### src/rtl/time_entry_countdown.sv
// Keypad time entry and BCD countdown (M:SS) for an appliance timer.
// Digits shift in from the right, are normalized on start, then count down once per tick.
module time_entry_countdown #(
  parameter int unsigned MAX_MINS = 9
) (
  input  logic       clock,
  input  logic       clearn,
  input  logic [3:0] data_in,
  input  logic       loadn,
  input  logic       tick_1hz,
  input  logic       enable,
  output logic [3:0] sec_ones,
  output logic [3:0] sec_tens,
  output logic [3:0] mins,
  output logic       zero,
  output logic       done,
  output logic       busy
);

  localparam logic [1:0] S_IDLE  = 2'd0;
  localparam logic [1:0] S_ENTRY = 2'd1;
  localparam logic [1:0] S_COUNT = 2'd2;
  localparam logic [1:0] S_DONE  = 2'd3;

  localparam logic [3:0] MAX_MINS_D = 4'(MAX_MINS);

  logic [1:0] state_q, state_d;
  logic [3:0] ones_q, ones_d;
  logic [3:0] tens_q, tens_d;
  logic [3:0] mins_q, mins_d;
  logic       loadn_q;
  logic       done_q, done_d;
  logic       busy_q;
  logic       strobe;
  logic       digit_ok;

  assign strobe   = loadn_q & ~loadn;
  assign digit_ok = (data_in <= 4'd9);
  assign zero     = ((mins_q | tens_q | ones_q) == 4'd0);

  // NOTE: every signal assigned here gets a default first, so no path can
  // leave it unassigned and infer a latch.
  always_comb begin
    state_d = state_q;
    ones_d  = ones_q;
    tens_d  = tens_q;
    mins_d  = mins_q;
    done_d  = 1'b0;

    case (state_q)
      S_IDLE, S_ENTRY: begin
        if (strobe && digit_ok) begin
          mins_d  = tens_q;
          tens_d  = ones_q;
          ones_d  = data_in;
          state_d = S_ENTRY;
        end else if (state_q == S_ENTRY && enable && !zero) begin
          state_d = S_COUNT;
          // Entries like 0:90 are folded into 1:30 before counting starts.
          if (tens_q > 4'd5) begin
            tens_d = tens_q - 4'd6;
            mins_d = (mins_q >= MAX_MINS_D) ? MAX_MINS_D : mins_q + 4'd1;
          end
        end
      end

      S_COUNT: begin
        if (enable && tick_1hz) begin
          if (ones_q != 4'd0) begin
            ones_d = ones_q - 4'd1;
          end else begin
            ones_d = 4'd9;
            if (tens_q != 4'd0) begin
              tens_d = tens_q - 4'd1;
            end else begin
              tens_d = 4'd5;
              mins_d = mins_q - 4'd1;
            end
          end
          if ({mins_d, tens_d, ones_d} == 12'd0) begin
            state_d = S_DONE;
            done_d  = 1'b1;
          end
        end
      end

      S_DONE: begin
        if (!enable) state_d = S_IDLE;
      end

      default: state_d = S_IDLE;
    endcase
  end

  // NOTE: state registers use non-blocking assignments so all of them update
  // together from the values present before the edge.
  always_ff @(posedge clock or negedge clearn) begin
    if (!clearn) begin
      state_q <= S_IDLE;
      ones_q  <= 4'd0;
      tens_q  <= 4'd0;
      mins_q  <= 4'd0;
      loadn_q <= 1'b1;
      done_q  <= 1'b0;
      busy_q  <= 1'b0;
    end else begin
      state_q <= state_d;
      ones_q  <= ones_d;
      tens_q  <= tens_d;
      mins_q  <= mins_d;
      loadn_q <= loadn;
      done_q  <= done_d;
      busy_q  <= (state_d == S_COUNT);
    end
  end

  assign sec_ones = ones_q;
  assign sec_tens = tens_q;
  assign mins     = mins_q;
  assign done     = done_q;
  assign busy     = busy_q;

endmodule

### config.mk
export PLATFORM = sky130hd
export DESIGN_NAME = time_entry_countdown
export DESIGN_NICKNAME = d
export VERILOG_FILES = /design/src/rtl/time_entry_countdown.sv
export SDC_FILE = /design/constraint.sdc
export NUM_CORES = 1
export LEC_CHECK = 0
export CAP_MARGIN = 20
export CORE_AREA = 3 3 54 56
export DETAILED_ROUTE_END_ITERATION = 10
export DIE_AREA = 0 0 57 59
export PLACE_DENSITY = 0.91
export SLEW_MARGIN = 40
export SYNTH_ARGS = -nofsm -noshare
export SYNTH_HDL_FRONTEND = slang
export SYNTH_SLANG_ARGS = --single-unit
### constraint.sdc
create_clock -name clock -period 4.8 [get_ports clock]
set_clock_uncertainty 0.2 [all_clocks]
set_input_delay 0.72 -clock clock [delete_from_list [all_inputs] [get_ports clock]]
set_output_delay 0.72 -clock clock [all_outputs]
set_load 0.01 [all_outputs]
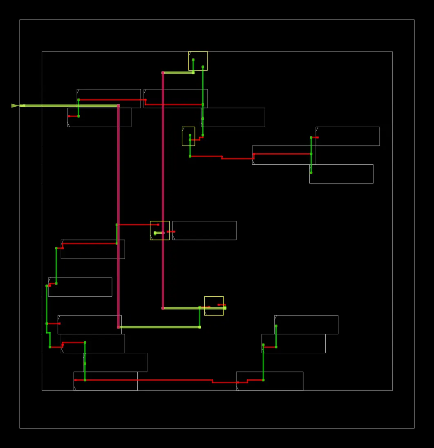
run_1/final_clocks.png
clk sinks: 17
count of flip-flops and latches: 17

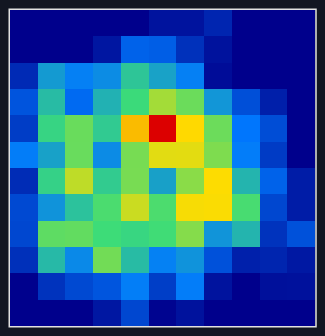
run_1/wire_density.png
11 x 12 tiles, from dark blue (low) to red (high), scaled to the fullest tile. Values are wire area over tile area, all layers added.
The emptiest ninth of the die: north-east. 21% of the tiles are over half the peak. The mean over all tiles is 0.18. The fullest tile reaches 0.68. 23% of the tiles are nearly empty. The densest ninth of the die: center.
Routed WL: 3600 um
WL/cell: 17.1 um

==> impl_metrics.tcl, run 1 <==
# place-and-route summary
set metrics [dict create \
    status "finished, final reports clean" \
    fmax_mhz 294 \
    final_cells 210 \
    synth_area_mm2 0.00135 \
    fp-row-count 18 \
    edf_count 0 \
    fp_util_pct 54.5 \
    inverters_excl_clock 8 \
    rsz0062_at_grt "false" \
    top_area_share_pct 29.7 \
    worst_pin_slew_ps 776 \
    startpoint "sec_ones[3]" \
    root_buffer "clkbuf_4" \
    pwr-share-seq_pct 32.7 \
    grt_pass1_vias 1301 \
    ff_type "dfrtp_1" \
    tns_ps 0 \
    hold_viol_final 0 \
    drc_errors 0 \
    cp-start-kind "flop" \
    ys_sh_mux_pct 2.32 \
    comb_power_share_pct 59.7 \
    core_area_mm2 0.00248 \
    final.setup.worst_slack_ps 1400 \
    crit_end "zero" \
    chip_area_mm2 0.00336 \
    layout_min_cycle_time_ps 3400 \
    p_int_mw 0.526 \
    path_cells "or4_4 > nor4_4 > clkdlybuf4s50_1" \
    vias 1392 \
]
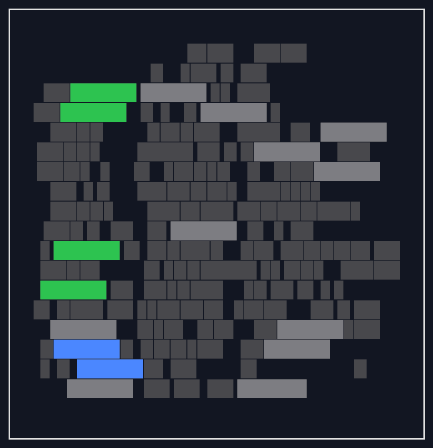
run_1/registers.png
Key: state_q = blue [flops 2]; sec_ones = green [flops 4]
Another 11 sequential cells are not colored.
Seq. pwr: 0.345 mW
final core occ: 65.1%

run_1/clock_map.png
Scale bar: 20 um.
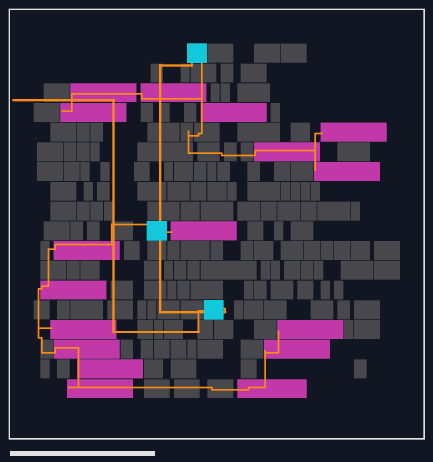

==> inputs of run 2 (changes only) <==
--- a/config.mk
+++ b/config.mk
@@ -6,10 +6,10 @@
 export NUM_CORES = 1
 export LEC_CHECK = 0
 export CAP_MARGIN = 20
-export CORE_AREA = 3 3 54 56
+export CORE_AREA = 3 3 58 60
 export DETAILED_ROUTE_END_ITERATION = 10
-export DIE_AREA = 0 0 57 59
-export PLACE_DENSITY = 0.91
+export DIE_AREA = 0 0 61 63
+export PLACE_DENSITY = 0.84
 export SLEW_MARGIN = 40
 export SYNTH_ARGS = -nofsm -noshare
 export SYNTH_HDL_FRONTEND = slang
==> constraint.sdc (replaced) <==
create_clock -name clock -period 3.06 [get_ports clock]
set_clock_uncertainty 0.2 [all_clocks]
set_input_delay 0.459 -clock clock [delete_from_list [all_inputs] [get_ports clock]]
set_output_delay 0.459 -clock clock [all_outputs]
set_load 0.01 [all_outputs]
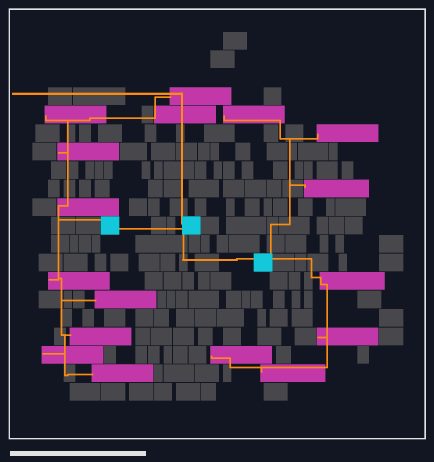
run_2/clock_map.png
Scale bar: 20 um.
Key: flip-flops = magenta [count 17]; cells driving clock nets = cyan [count 3]; clock wires = orange [length 248 um]
There are 4 routed clock nets.

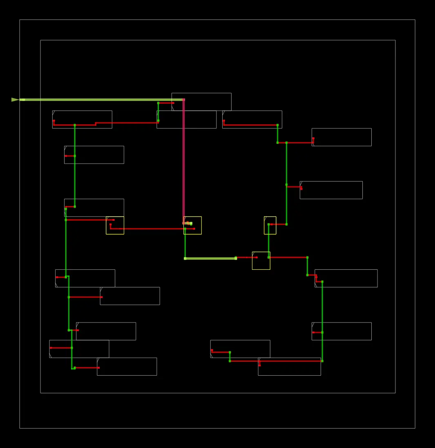
run_2/final_clocks.png
CLK BUF: 3
Late-Pin Clk Latency: 290 ps
clock network power: 0.126 mW
TritonCTS buffer count: 3

==> impl_metrics.tcl, run 2 <==
# place-and-route summary
set metrics [dict create \
    vias 1377 \
    wl_per_cell_um 16.4 \
    final.setup.worst_slack_ps 393 \
    pwr-share-seq_pct 29.0 \
    root_buffer "clkbuf_4" \
    worst_pin_slew_ps 766 \
    wirelength_um 3620 \
    tns_ps 0 \
    synth_area_mm2 0.00135 \
    comb_power_share_pct 63.6 \
    hold_viol_final 0 \
    chip_area_mm2 0.00384 \
    edf_count 0 \
    fp_util_pct 45.3 \
    flops 17 \
    status "finished, final reports clean" \
    startpoint "mins[1]" \
    utilization_pct 56.3 \
    cp-start-kind "flop" \
    grt_pass1_vias 1287 \
    drc_errors 0 \
    top_area_share_pct 29.7 \
    seq-power_mw 0.491 \
    crit_end "zero" \
    ys_sh_mux_pct 2.32 \
    final_cells 221 \
    fmax_mhz 375 \
    ff_type "dfrtp_1" \
    clock-sinks 17 \
    p_int_mw 0.865 \
    fp-row-count 20 \
    path_cells "or4_1 > nor4_4 > dlymetal6s2s_1" \
]
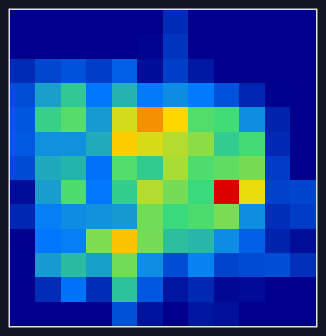
run_2/wire_density.png
12 x 13 tiles, from dark blue (low) to red (high), scaled to the fullest tile. Values are wire area over tile area, all layers added.
The emptiest ninth of the die: north-east. The fullest tile reaches 0.65. The densest ninth of the die: center.

run_2/registers.png
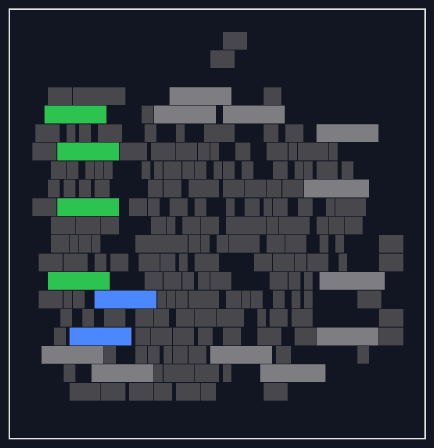

==> inputs of run 3 (changes only) <==
--- a/config.mk
+++ b/config.mk
@@ -7,8 +7,10 @@
 export LEC_CHECK = 0
 export CAP_MARGIN = 20
 export CORE_AREA = 3 3 58 60
+export CTS_CLUSTER_SIZE = 10
 export DETAILED_ROUTE_END_ITERATION = 10
 export DIE_AREA = 0 0 61 63
+export GPL_TIMING_DRIVEN = 0
 export PLACE_DENSITY = 0.84
 export SLEW_MARGIN = 40
 export SYNTH_ARGS = -nofsm -noshare
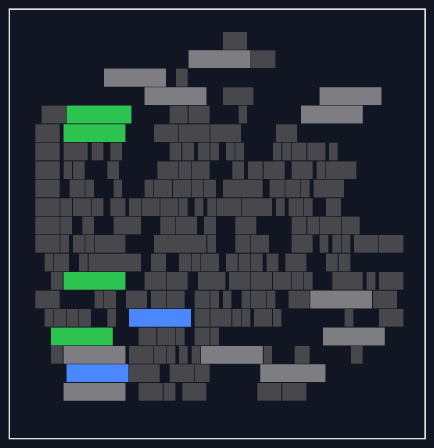
run_3/registers.png
Key: sec_ones = green [flops 4]; state_q = blue [flops 2]
Another 11 sequential cells are not colored.

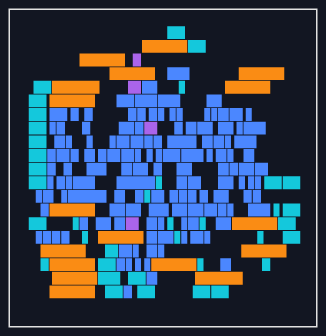
run_3/cell_classes.png
Key: clock drivers and dummy loads = purple [cells 4, share of their area 1.7%]; all other logic = blue [cells 134, share of their area 54%]; flip-flops = orange [cells 17, share of their area 26%]; other buffers and delay cells = cyan [cells 37, share of their area 18%]
Finished Cell Area: 0.00167 mm2
final core occ: 55.9%
Cell Rows: 20
Seq/total area: 25.7%

==> impl_metrics.tcl, run 3 <==
# place-and-route summary
set metrics [dict create \
    status "finished, final reports clean" \
    numCtsBuffers 3 \
    flops 17 \
    hold_viol_final 0 \
    path_cells "clkbuf_1 > or4_1 > nor4_4 > dlymetal6s2s_1" \
    tns_ps 0 \
    vias 1380 \
    startpoint "mins[2]" \
    worstSkewPairLatency_ps 300 \
    pwr-share-seq_pct 28.5 \
    clock-sinks 17 \
    fp_util_pct 45.3 \
    fmax_mhz 378 \
    final.setup.worst_slack_ps 413 \
    chip_area_mm2 0.00384 \
    nClkBuffers 3 \
    seq-power_mw 0.472 \
    ff_type "dfrtp_1" \
    clock_net_power_mw 0.124 \
    p_int_mw 0.841 \
    wl_per_cell_um 15.2 \
    ys_sh_mux_pct 2.32 \
    edf_count 0 \
]
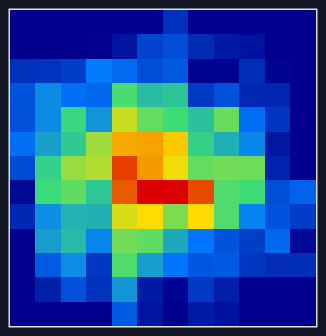
run_3/wire_density.png
12 x 13 tiles, from dark blue (low) to red (high), scaled to the fullest tile. Values are wire area over tile area, all layers added.
The densest ninth of the die: center. 21% of the tiles are over half the peak. The emptiest ninth of the die: north-east. 27% of the tiles are nearly empty. The fullest tile reaches 0.57.

Power is estimated from default activity; no workload was simulated.
